==> src/rtl/barrier_sched.sv <==
`default_nettype none
// ============================================================================
// Module   : barrier_sched
// Purpose  : Obstacle-lane controller for the jump game. Owns the 8-bit
//            visible barrier window and the scroll timebase. It inserts
//            obstacles from a random bit while enforcing a minimum gap,
//            detects player collisions, keeps the score and raises the
//            speed level.
// Ports    : clk, rst (sync, active-high), start, jump_air, rand_bit,
//            [pause when BARRIER_PAUSE_EN is defined]
//            barrier[7:0], scroll_tick, running, game_over,
//            score[15:0], level[3:0]
// Options  : BARRIER_PAUSE_EN - adds a `pause` input. While it is high in
//            RUN, the scroll freezes and collisions are ignored.
// Revision : 1.0 - initial release
// ============================================================================
module barrier_sched #(
    parameter int DIV_W         = 24,
    parameter int DIV_INIT      = 5_000_000,
    parameter int DIV_MIN       = 1_000_000,
    parameter int DIV_STEP      = 250_000,
    parameter int MIN_GAP       = 3,
    parameter int SPEEDUP_EVERY = 8,
    parameter int PLAYER_COL    = 6
) (
    input  logic        clk,
    input  logic        rst,
    input  logic        start,
    input  logic        jump_air,
    input  logic        rand_bit,
`ifdef BARRIER_PAUSE_EN
    input  logic        pause,
`endif
    output logic [7:0]  barrier,
    output logic        scroll_tick,
    output logic        running,
    output logic        game_over,
    output logic [15:0] score,
    output logic [3:0]  level
);

    typedef enum logic [1:0] {
        S_IDLE = 2'd0,
        S_RUN  = 2'd1,
        S_OVER = 2'd2
    } state_t;

    localparam logic [DIV_W-1:0] c_div_init = DIV_W'(DIV_INIT);
    localparam logic [DIV_W-1:0] c_div_min  = DIV_W'(DIV_MIN);
    localparam logic [DIV_W-1:0] c_div_step = DIV_W'(DIV_STEP);
    localparam logic [DIV_W-1:0] c_div_one  = DIV_W'(1);
    localparam logic [3:0]       c_min_gap  = 4'(MIN_GAP);
    localparam logic [15:0]      c_speedup  = 16'(SPEEDUP_EVERY);

    state_t           r_state;
    logic [DIV_W-1:0] r_div_cnt;
    logic [DIV_W-1:0] r_cur_div;
    logic [3:0]       r_gap_cnt;
    logic [7:0]       r_barrier;
    logic [15:0]      r_score;
    logic [3:0]       r_level;
    logic             r_tick;
    logic             r_running;
    logic             r_game_over;

    logic             w_pause;
    logic             w_collision;
    logic             w_div_end;
    logic             w_new_bit;
    logic             w_score_hit;
    logic [15:0]      w_score_next;
    logic             w_level_up;
    logic [DIV_W-1:0] w_div_dec;

`ifdef BARRIER_PAUSE_EN
    assign w_pause = pause;
`else
    assign w_pause = 1'b0;
`endif

    // A pause masks both the divider and the collision check.
    assign w_collision = (r_state == S_RUN) && !w_pause
                         && r_barrier[PLAYER_COL] && !jump_air;
    assign w_div_end   = (r_state == S_RUN) && !w_pause
                         && (r_div_cnt >= r_cur_div - c_div_one);

    assign w_new_bit    = rand_bit && (r_gap_cnt >= c_min_gap);
    // No increment once saturated, so no spurious level-up either.
    assign w_score_hit  = r_barrier[7] && (r_score != 16'hFFFF);
    assign w_score_next = r_score + 16'd1;
    assign w_level_up   = w_score_hit && ((w_score_next % c_speedup) == 16'd0);
    // Clamp at the floor without letting the subtraction wrap.
    assign w_div_dec    = (r_cur_div >= c_div_min + c_div_step)
                          ? (r_cur_div - c_div_step) : c_div_min;

    always_ff @(posedge clk) begin
        if (rst) begin
            r_state     <= S_IDLE;
            r_div_cnt   <= '0;
            r_cur_div   <= c_div_init;
            r_gap_cnt   <= 4'd0;
            r_barrier   <= 8'd0;
            r_score     <= 16'd0;
            r_level     <= 4'd0;
            r_tick      <= 1'b0;
            r_running   <= 1'b0;
            r_game_over <= 1'b0;
        end else begin
            r_tick <= 1'b0;
            case (r_state)
                S_IDLE, S_OVER: begin
                    if (start) begin
                        r_state     <= S_RUN;
                        r_div_cnt   <= '0;
                        r_cur_div   <= c_div_init;
                        r_gap_cnt   <= 4'd0;
                        r_barrier   <= 8'd0;
                        r_score     <= 16'd0;
                        r_level     <= 4'd0;
                        r_running   <= 1'b1;
                        r_game_over <= 1'b0;
                    end
                end
                S_RUN: begin
                    if (w_collision) begin
                        // Collision beats a coinciding tick: window stays as is.
                        r_state     <= S_OVER;
                        r_running   <= 1'b0;
                        r_game_over <= 1'b1;
                    end else if (!w_pause) begin
                        if (w_div_end) begin
                            r_div_cnt <= '0;
                            r_tick    <= 1'b1;
                            r_barrier <= {r_barrier[6:0], w_new_bit};
                            if (w_new_bit)
                                r_gap_cnt <= 4'd0;
                            else if (r_gap_cnt != 4'd15)
                                r_gap_cnt <= r_gap_cnt + 4'd1;
                            if (w_score_hit)
                                r_score <= w_score_next;
                            if (w_level_up) begin
                                if (r_level != 4'd15)
                                    r_level <= r_level + 4'd1;
                                // Takes effect from the interval that starts now.
                                r_cur_div <= w_div_dec;
                            end
                        end else begin
                            r_div_cnt <= r_div_cnt + c_div_one;
                        end
                    end
                end
                default: begin
                    r_state     <= S_IDLE;
                    r_running   <= 1'b0;
                    r_game_over <= 1'b0;
                end
            endcase
        end
    end

    assign barrier     = r_barrier;
    assign scroll_tick = r_tick;
    assign running     = r_running;
    assign game_over   = r_game_over;
    assign score       = r_score;
    assign level       = r_level;

endmodule
`default_nettype wire

==> config.mk <==
export PLATFORM = sky130hd
export DESIGN_NAME = barrier_sched
export DESIGN_NICKNAME = d
export VERILOG_FILES = /design/src/rtl/barrier_sched.sv
export SDC_FILE = /design/constraint.sdc
export NUM_CORES = 1
export LEC_CHECK = 0
export CAP_MARGIN = 25
export CORE_MARGIN = 2
export CORE_UTILIZATION = 41
export CTS_BUF_LIST = sky130_fd_sc_hd__clkbuf_4 sky130_fd_sc_hd__clkbuf_8 sky130_fd_sc_hd__clkbuf_16
export CTS_CLUSTER_SIZE = 10
export DETAILED_ROUTE_END_ITERATION = 8
export HOLD_SLACK_MARGIN = 0.1
export MAX_ROUTING_LAYER = met4
export PLACE_DENSITY = 0.72
export SYNTH_ARGS = -nofsm -noshare
export SYNTH_HDL_FRONTEND = slang
export SYNTH_SLANG_ARGS = --single-unit
==> constraint.sdc <==
create_clock -name clk -period 4.85 [get_ports clk]
set_input_delay 0.97 -clock clk [delete_from_list [all_inputs] [get_ports clk]]
set_output_delay 0.97 -clock clk [all_outputs]
set_load 0.02 [all_outputs]
m1.png
Supply wires on this layer in gray.
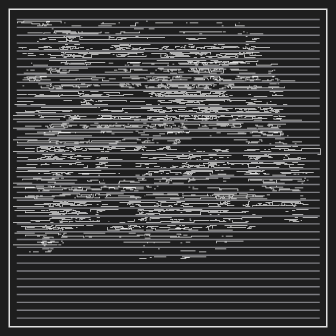
574 nets have wire on it. The layer carries 4980 µm of wire. The longest straight run is 25.3 µm. The wires run mostly horizontal.
Vias: 4157
final WL: 11.0 mm
met1 Track Usage GR: 24.9%

m2.png
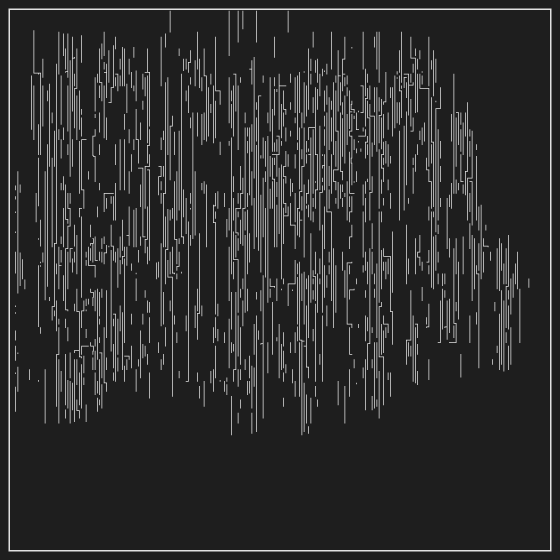
The layer holds 48% of the routed length. The wires run mostly vertical. The layer carries 5330 µm of wire.
M2 GR Usage: 32.3%

==> results.py <==
# Synthesis and PnR figures
metrics = {
    "die": {
        "die_area_um2": 12000,
        "initCoreUtil_pct": 42.0,
        "die.size.y_um": 109,
        "core_area_um2": 10800,
        "num_rows": 38,
        "die_width_um": 109,
        "io_pins": 36,
    },
    "drt": {
        "drc": 0,
        "drt-initial-drc-count": 214,
        "wire_per_inst_um": 15.3,
        "first_pass_iters": 5,
        "antenna_left": 0,
        "viasPerCell": 5.74,
    },
    "clock_tree": {
        "cts_tree": "yes",
        "clock-sinks": 80,
        "hold_buffers": 0,
        "cts_buffers": 9,
        "post-cts-setup-buffer-count": 0,
        "clk_latency_ns": 0.38,
        "cts-htree-levels": 3,
        "cts_resized": 0,
        "root_buffer": "clkbuf_8",
    },
    "placement": {
        "gp_congestion": 0.906,
        "dp.cells": 708,
        "dp.final_hpwl_mm": 8.02,
    },
    "setup_path": {
        "cp.required_ns": 5.12,
        "cp-start-kind": "flip-flop",
        "worstSetupPathType": "flip-flop to flip-flop",
        "crit_slowest_cell": "and4_1",
        "path_cells": "inv_1, ha_1, nand3b_1, nor2_1, nand2_1, nor4_1, nand2_1, xor2_1, ha_1, and4_1, nand4_1, nand3b_1, o211ai_2, buf_4, and4_1, nand2_1, a211o_1",
        "path_common_cell": "nand2_1",
        "path_buffers": 2,
        "cp_max_fo": 11,
        "cp_top_family": "simple AND/OR/NAND/NOR gates",
        "worst_setup_path_end_kind": "flip-flop",
    },
    "sta": {
        "finalCriticalPeriod_ns": 4.33,
        "fin_skew_ns": 0.00694,
        "period_used_pct": 89.2,
        "slew_viol_final": 0,
        "max_slew_margin_pct": 45.9,
        "hold_viol_final": 0,
        "grt_setup_unrepaired": "false",
        "max_freq_mhz": 231,
        "setup_violations": 0,
        "setup_ws_ns": 0.525,
        "hold_ws_ns": 0.485,
    },
    "global_routing": {
        "grt_overflow": 0,
        "track_usage_pct": 20.0,
        "grt_pass1_wl_mm": 18.5,
        "antenna_found_initial": 0,
        "grt_max_degree": 24,
        "grt_pass1_vias": 3860,
    },
    "run": {
        "maxCapViolations": 0,
    },
    "cells_and_area": {
        "syn2layout_area_growth_pct": 13.7,
        "lay_top_count": "dfxtp_1",
        "num-nets-final": 613,
    },
    "synthesis": {
        "syn_avg_cell_area_um2": 8.16,
        "ys_seq_share_pct": 35.2,
        "syn-instance-count": 558,
        "ys_cells": 558,
        "numSynthFlops": 80,
        "synth_warnings": 0,
        "edf_count": 0,
        "top_cell_area_share_pct": 35.2,
        "ys_chip_area_um2": 4550,
        "synth_nets": 592,
        "async_reset_ff_share_pct": 0,
        "topCellsByArea": "dfxtp_1, ha_1, nor2_1, xor2_1, nand2_1",
        "netlist_area_um2": 4550,
    },
    "run_status": {
        "outcome": "completed",
    },
    "power": {
        "power.density_nw_per_um2": 243,
    },
}
m3.png
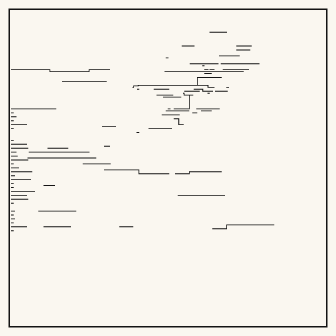
The wires run mostly horizontal. The layer holds 4.9% of the routed length. The longest straight run is 27.1 µm. The layer carries 541 µm of wire.
met3 usage: 4.74%

m4.png
The bar under the picture is 20 µm long. Supply wires on this layer in gray. Cells faint in the background.
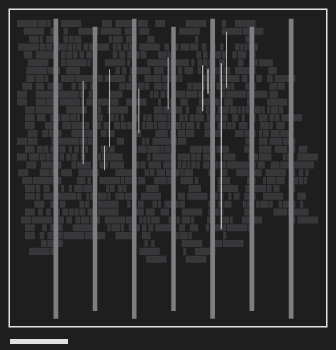
The layer holds 1.8% of the routed length. 7 nets have wire on it. The longest straight run is 57.1 µm.

-- where the power goes --
group | total (mW) | internal [mW] | leakage [nW] | switching, mW
combinational | 0.100 | 0.0300 | 1.08 | 0.0700
sequential | 0.670 | 0.662 | 0.646 | 0.00793
clock | 0.487 | 0.208 | 0.0956 | 0.279
total | 1.26 | 0.900 | 1.82 | 0.357
-- logic make-up (layout without fill, tap and decap cells) --
logic type,Yosys count,after routing,synth area share (%)
buf+inv,43,69,3.90
simple gates,242,242,26.7
flops,80,80,35.2
fa+ha+maj,29,29,7.97
compound gates,120,120,17.7
xor+xnor,43,43,8.27
mux,1,1,0.220
-- final cells by class --
type | instances | area (µm²) | share of cell area (%)
multi-input combinational | 435 | 2770 | 53.6
sequential | 80 | 1600 | 30.9
timing repair buffer | 40 | 388 | 7.50
tap | 140 | 175 | 3.38
clock buffer | 10 | 138 | 2.66
clock inverter | 6 | 50.0 | 0.967
inverter | 13 | 48.8 | 0.943
-- metal layers --
metal,up-vias,part of all wire (%),GRT usage (%)
met5,-,0,-
met4,0,1.8,6.15
met3,20,4.9,4.74
met2,117,48,32.3
met1,1984,45,24.9
li1,2036,-,-
-- sequential cells by signal, summed over array words and instances, names as in the netlist --
name	cells
barrier	8
r_gap_cnt	4
r_cur_div	20
running	1
level	4
r_div_cnt	24
scroll_tick	1
score	16
r_state	2
-- metrics by stage --
step	total power [mW]	utilization, %	cell area (µm²)
6_report	1.26	47.7	5170
5_1_grt	1.31	47.7	5170
4_1_cts	1.27	47.7	5170
3_5_place_dp	0.785	46.0	4990
3_3_place_gp	0.782	46.0	4990
2_1_floorplan	0.755	-	4550
-- synth_stat cells (6+ instances only) --
cell      count
dfxtp_1      80
nor2_1       62
nand2_1      50
a21oi_1      36
ha_1         29
nand3_1      29
o21ai_0      26
xor2_1       25
clkbuf_1     23
xnor2_1      18
nand4_1      17
nor3_1       16
or3_1        14
inv_1        13
and3_1       12
a22o_1        9
nand2b_1      7
nor2b_1       6
-- final timing paths --
kind                                            startpoint                         end  cells after the start  slack [ns]
worst max register to register   r_cur_div[4]$_SDFFE_PP0P_  r_cur_div[14]$_SDFFE_PP1P_                     17        0.52
worst min-delay path            r_cur_div[23]$_SDFFE_PP0P_  r_cur_div[23]$_SDFFE_PP0P_                      1        0.49
worst min register to register  r_cur_div[23]$_SDFFE_PP0P_  r_cur_div[23]$_SDFFE_PP0P_                      1        0.49
worst max-delay path             r_cur_div[4]$_SDFFE_PP0P_  r_cur_div[14]$_SDFFE_PP1P_                     17        0.52
Power and IR drop assume default switching activity.
